### config.mk
export PLATFORM = sky130hd
export DESIGN_NAME = uart_result_tx
export DESIGN_NICKNAME = d
export VERILOG_FILES = /design/src/rtl/freq_counter_pkg.sv /design/src/rtl/uart_tx_byte.sv /design/src/rtl/uart_result_tx.sv
export SDC_FILE = /design/constraint.sdc
export NUM_CORES = 1
export LEC_CHECK = 0
export CAP_MARGIN = 30
export CORE_ASPECT_RATIO = 1.4
export CORE_MARGIN = 5
export CORE_UTILIZATION = 36
export CTS_BUF_LIST = sky130_fd_sc_hd__clkbuf_4 sky130_fd_sc_hd__clkbuf_8 sky130_fd_sc_hd__clkbuf_16
export DETAILED_ROUTE_END_ITERATION = 7
export DONT_BUFFER_PORTS = 1
export HOLD_SLACK_MARGIN = 0.1
export REMOVE_ABC_BUFFERS = 1
export SYNTH_ARGS = -nofsm -noshare
export SYNTH_HDL_FRONTEND = slang
export SYNTH_HIERARCHICAL = 1
export SYNTH_SLANG_ARGS = --single-unit
### constraint.sdc
create_clock -name clk_i -period 4.5 [get_ports clk_i]
set_clock_uncertainty 0.15 [all_clocks]
set_input_delay 0.675 -clock clk_i [delete_from_list [all_inputs] [get_ports clk_i]]
set_output_delay 0.675 -clock clk_i [all_outputs]
set_load 0.1 [all_outputs]
### src/rtl/freq_counter_pkg.sv
// Shared types and constants for the frequency-counter result path:
// frame layout, frame/byte FSM encodings and the frame checksum.
package freq_counter_pkg;

  localparam logic [7:0] SYNC_BYTE   = 8'hA5;
  localparam int         FRAME_BYTES = 6;

  typedef enum logic [1:0] {
    FR_IDLE = 2'd0,
    FR_SEND = 2'd1,
    FR_DONE = 2'd2
  } frame_state_t;

  typedef enum logic [1:0] {
    BT_IDLE  = 2'd0,
    BT_START = 2'd1,
    BT_DATA  = 2'd2,
    BT_STOP  = 2'd3
  } byte_state_t;

  function automatic logic [7:0] frame_chk(input logic [31:0] word);
    return word[31:24] ^ word[23:16] ^ word[15:8] ^ word[7:0];
  endfunction

endpackage

### src/rtl/uart_tx_byte.sv
// UART 8N1 byte transmitter. A load seen during the final stop-bit cycle
// starts the next byte on the following cycle, so bytes can run back-to-back.
module uart_tx_byte
  import freq_counter_pkg::*;
#(
  parameter int CLKS_PER_BIT = 868
) (
  input  logic       clk_i,
  input  logic       rst_i,
  input  logic [7:0] data_i,
  input  logic       load_i,
  output logic       tx_o,
  output logic       done_o,
  output logic       busy_o
);

  localparam int CNT_W = (CLKS_PER_BIT > 1) ? $clog2(CLKS_PER_BIT) : 1;
  localparam logic [CNT_W-1:0] CNT_LAST = CNT_W'(CLKS_PER_BIT - 1);

  byte_state_t      state_q, state_d;
  logic [CNT_W-1:0] cnt_q, cnt_d;
  logic [2:0]       bit_q, bit_d;
  logic [7:0]       shift_q, shift_d;
  logic             tx_q, tx_d;
  logic             bit_end;

  assign bit_end = (cnt_q == CNT_LAST);

  always_comb begin
    state_d = state_q;
    cnt_d   = cnt_q;
    bit_d   = bit_q;
    shift_d = shift_q;
    tx_d    = tx_q;
    if (state_q != BT_IDLE) begin
      cnt_d = bit_end ? '0 : cnt_q + CNT_W'(1);
    end
    case (state_q)
      BT_IDLE: begin
        cnt_d = '0;
        if (load_i) begin
          state_d = BT_START;
          shift_d = data_i;
          tx_d    = 1'b0;
        end
      end
      BT_START: begin
        if (bit_end) begin
          state_d = BT_DATA;
          bit_d   = 3'd0;
          tx_d    = shift_q[0];
        end
      end
      BT_DATA: begin
        if (bit_end) begin
          if (bit_q == 3'd7) begin
            state_d = BT_STOP;
            tx_d    = 1'b1;
          end else begin
            bit_d   = bit_q + 3'd1;
            shift_d = {1'b0, shift_q[7:1]};
            tx_d    = shift_q[1];
          end
        end
      end
      BT_STOP: begin
        if (bit_end) begin
          if (load_i) begin
            state_d = BT_START;
            shift_d = data_i;
            tx_d    = 1'b0;
          end else begin
            state_d = BT_IDLE;
            tx_d    = 1'b1;
          end
        end
      end
      default: state_d = BT_IDLE;
    endcase
  end

  always_ff @(posedge clk_i) begin
    if (rst_i) begin
      state_q <= BT_IDLE;
      cnt_q   <= '0;
      bit_q   <= 3'd0;
      shift_q <= 8'd0;
      tx_q    <= 1'b1;
    end else begin
      state_q <= state_d;
      cnt_q   <= cnt_d;
      bit_q   <= bit_d;
      shift_q <= shift_d;
      tx_q    <= tx_d;
    end
  end

  assign tx_o   = tx_q;
  assign done_o = (state_q == BT_STOP) && bit_end;
  assign busy_o = (state_q != BT_IDLE);

endmodule

### src/rtl/uart_result_tx.sv
// Sends one latched 32-bit measurement as a 6-byte UART frame:
// sync byte, four data bytes MSB first, XOR checksum.
module uart_result_tx
  import freq_counter_pkg::*;
#(
  parameter int CLKS_PER_BIT = 868
) (
  input  logic        clk_i,
  input  logic        rst_i,
  input  logic [31:0] data_i,
  input  logic        data_valid_i,
  output logic        data_ready_o,
  output logic        uart_tx_o,
  output logic        busy_o,
  output logic        frame_done_o
);

  localparam logic [2:0] LAST_IDX = 3'(FRAME_BYTES - 1);

  frame_state_t state_q, state_d;
  logic [2:0]   idx_q, idx_d;
  logic [31:0]  word_q, word_d;
  logic         load_q, load_d;
  logic         busy_q, busy_d;
  logic         done_q, done_d;
  logic         chain_load;
  logic         accept;
  logic [7:0]   byte_data;
  logic         byte_load, byte_tx, byte_done, byte_busy;

  assign data_ready_o = (state_q == FR_IDLE) && !rst_i;
  assign accept       = data_valid_i && data_ready_o;

  always_comb begin
    state_d    = state_q;
    idx_d      = idx_q;
    word_d     = word_q;
    load_d     = 1'b0;
    busy_d     = busy_q;
    done_d     = 1'b0;
    chain_load = 1'b0;
    case (state_q)
      FR_IDLE: begin
        if (accept) begin
          state_d = FR_SEND;
          word_d  = data_i;
          idx_d   = 3'd0;
          load_d  = 1'b1;
          busy_d  = 1'b1;
        end
      end
      FR_SEND: begin
        if (byte_done) begin
          if (idx_q == LAST_IDX) begin
            state_d = FR_DONE;
            done_d  = 1'b1;
          end else begin
            idx_d      = idx_q + 3'd1;
            chain_load = 1'b1;
          end
        end
      end
      FR_DONE: begin
        state_d = FR_IDLE;
        idx_d   = 3'd0;
        busy_d  = 1'b0;
      end
      default: state_d = FR_IDLE;
    endcase
  end

  // Mux follows the next index so a chained load picks up the following byte.
  always_comb begin
    case (idx_d)
      3'd0:    byte_data = SYNC_BYTE;
      3'd1:    byte_data = word_q[31:24];
      3'd2:    byte_data = word_q[23:16];
      3'd3:    byte_data = word_q[15:8];
      3'd4:    byte_data = word_q[7:0];
      3'd5:    byte_data = frame_chk(word_q);
      default: byte_data = SYNC_BYTE;
    endcase
  end

  assign byte_load = load_q || chain_load;

  always_ff @(posedge clk_i) begin
    if (rst_i) begin
      state_q <= FR_IDLE;
      idx_q   <= 3'd0;
      word_q  <= 32'd0;
      load_q  <= 1'b0;
      busy_q  <= 1'b0;
      done_q  <= 1'b0;
    end else begin
      state_q <= state_d;
      idx_q   <= idx_d;
      word_q  <= word_d;
      load_q  <= load_d;
      busy_q  <= busy_d;
      done_q  <= done_d;
    end
  end

  uart_tx_byte #(
    .CLKS_PER_BIT(CLKS_PER_BIT)
  ) u_tx_byte (
    .clk_i (clk_i),
    .rst_i (rst_i),
    .data_i(byte_data),
    .load_i(byte_load),
    .tx_o  (byte_tx),
    .done_o(byte_done),
    .busy_o(byte_busy)
  );

  assign uart_tx_o    = byte_busy ? byte_tx : 1'b1;
  assign busy_o       = busy_q;
  assign frame_done_o = done_q;

endmodule

wire_density.png
Scale: 3 px per um. The die is cut into 19 by 26 equal tiles; black is low, pale yellow is high, scaled to the fullest tile. Values are wire area over tile area, all layers added.
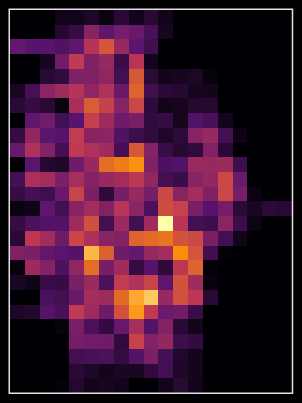
emptiest ninth of the die: bottom right
nearly empty tiles: 33%
tiles over half the peak: 9.3%
densest ninth of the die: middle
mean over tiles: 0.096
fullest tile: 0.50

registers.png
Scale: 3 px per um. Other sequential cells in the stronger grey, the rest of the logic in the fainter grey.
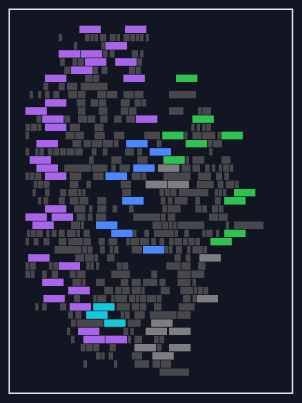
| colour | signal | flops |
|---|---|---|
| green | u_tx_byte/cnt_q | 10 |
| cyan | idx_q | 3 |
| purple | word_q | 32 |
| blue | u_tx_byte/shift_q | 8 |
not coloured: 11

met3.png
Scale: 4 px per um.
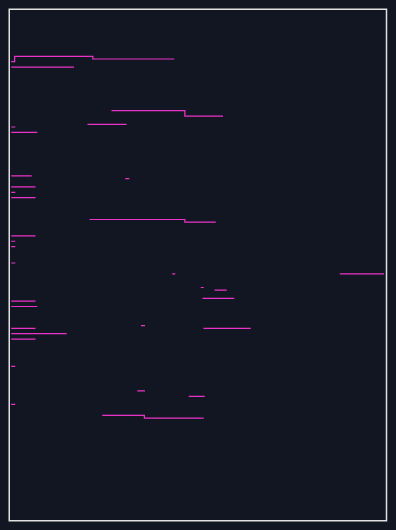
main direction: horizontal
share of all routed wire: 3.6%

final_clocks.png
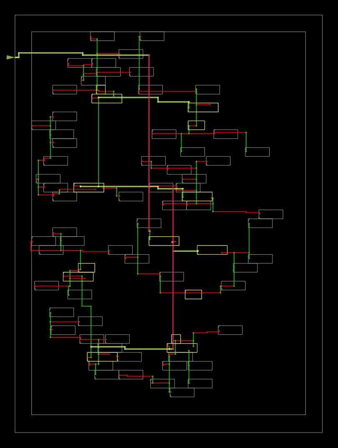
TritonCTS Sinks: 64
# clk buffers: 14
clock group total power: 649 uW
Num CTS Buffers: 9

drive_strength.png
Scale: 4 px per um.
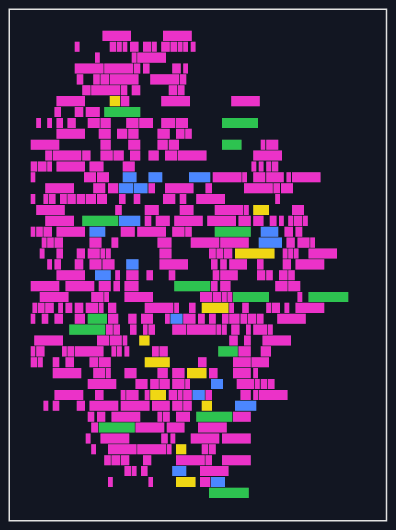
| colour | size | cells |
|---|---|---|
| green | drive 6 and up | 14 |
| magenta | drive 1 or less | 365 |
| yellow | drive 3 to 4 | 11 |
| blue | drive 2 | 17 |

==> impl_metrics.tcl <==
# collected from the flow reports
set metrics [dict create \
    yosys_warnings 6 \
    drive_gt1_share_pct 10.3 \
    core-area_sq_um 9790 \
    comb_cell_power_uw 343 \
    synth_cell_types 55 \
    synth_xor_xnor_area_share_pct 6.66 \
    hold_path_class "in2reg" \
    place_ws_ps 467 \
    syn_inst 411 \
    cts_resized 0 \
    first_pass_iters 4 \
    cp.arrival_ps 4130 \
    cts_root_buf "clkbuf_16" \
    relSlewSlack_pct 34.7 \
    ys_cells 411 \
    worstPathMaxFanout 7 \
    fp.dieH_um 128 \
    seq-power_uw 676 \
    min_period_ps 4000 \
    syn_area_sq_um 3550 \
    comb_share_pct 53.1 \
    gp_congestion 0.785 \
    status "complete, no violations" \
    cp-start-kind "flop" \
    critical_path_class "reg2reg" \
    nNetsFinal 449 \
    die_w_um 93.9 \
    edf_count 0 \
    die_area_sq_um 12000 \
    dp_hpwl_mm 5.26 \
    antenna_cells 0 \
    antenna_found_initial 0 \
    vdd_drop_max_uv 258 \
    logic_family "simple AND/OR/NAND/NOR gates" \
    clk_pin_slew_worst_paths_ps 50 \
    p_leak_uw 0.00135 \
    worstPathCellList "ha_1 > nand4bb_2 > nor3_1 > and2_1 > nand2b_4 > or4_4 > nand3_4 > or2_1 > o21ai_1 > o32ai_1 > nand3_1 > a2111oi_0 > a31o_2" \
    fin_setup_tns_ps 0 \
    vias 2801 \
    simple_gate_share_pct 25.3 \
    synth-async-reset-ratio_pct 0 \
    wl_per_cell_um 13.7 \
    layout_top_cell "dfxtp_1" \
    grt_pass1_vias 2725 \
    drt_iter0_drc 202 \
    mostFrequentLayoutCells "64 x dfxtp_1, 42 x nand2_1, 41 x o21ai_0" \
    rsz0062_at_grt "false" \
    ys_sh_adder_pct 3.52 \
    ys_dominant_reg_cell "dfxtp_1" \
    maxCapViolations 0 \
    finalInstanceArea_sq_um 3940 \
    tapCellCount 135 \
    drc 0 \
    ff_count 64 \
    ys_sh_mux_pct 4.02 \
    largest_reg_flops 32 \
    top_area_cell "dfxtp_1" \
    synth_seq_share_pct 36.1 \
    tool_warnings 30 \
    clk_latency_ps 330 \
    pwr-share-seq_pct 40.5 \
]
## worst paths after layout
kind	start	to	slack [ps]	cells past startpoint
worst min-delay path	rst_i	u_tx_byte/shift_q[3]	270	1
worst max register to register	u_tx_byte/cnt_q[0]	u_tx_byte/shift_q[7]	500	13
worst max-delay path	u_tx_byte/cnt_q[0]	u_tx_byte/shift_q[7]	500	13
worst min register to register	u_tx_byte/cnt_q[0]	u_tx_byte/cnt_q[0]	310	1
## layer usage
| layer | global-route usage [%] | up-vias | wire (um) |
|---|---|---|---|
| met4 | 5.61 | 0 | 132 |
| met2 | 22.0 | 39 | 3800 |
| met1 | 14.7 | 1310 | 3210 |
| li1 | - | 1442 | - |
| met3 | 4.53 | 10 | 263 |
| met5 | 0 | - | 0 |
No activity file was given, so power comes from the tool's default toggle rates.
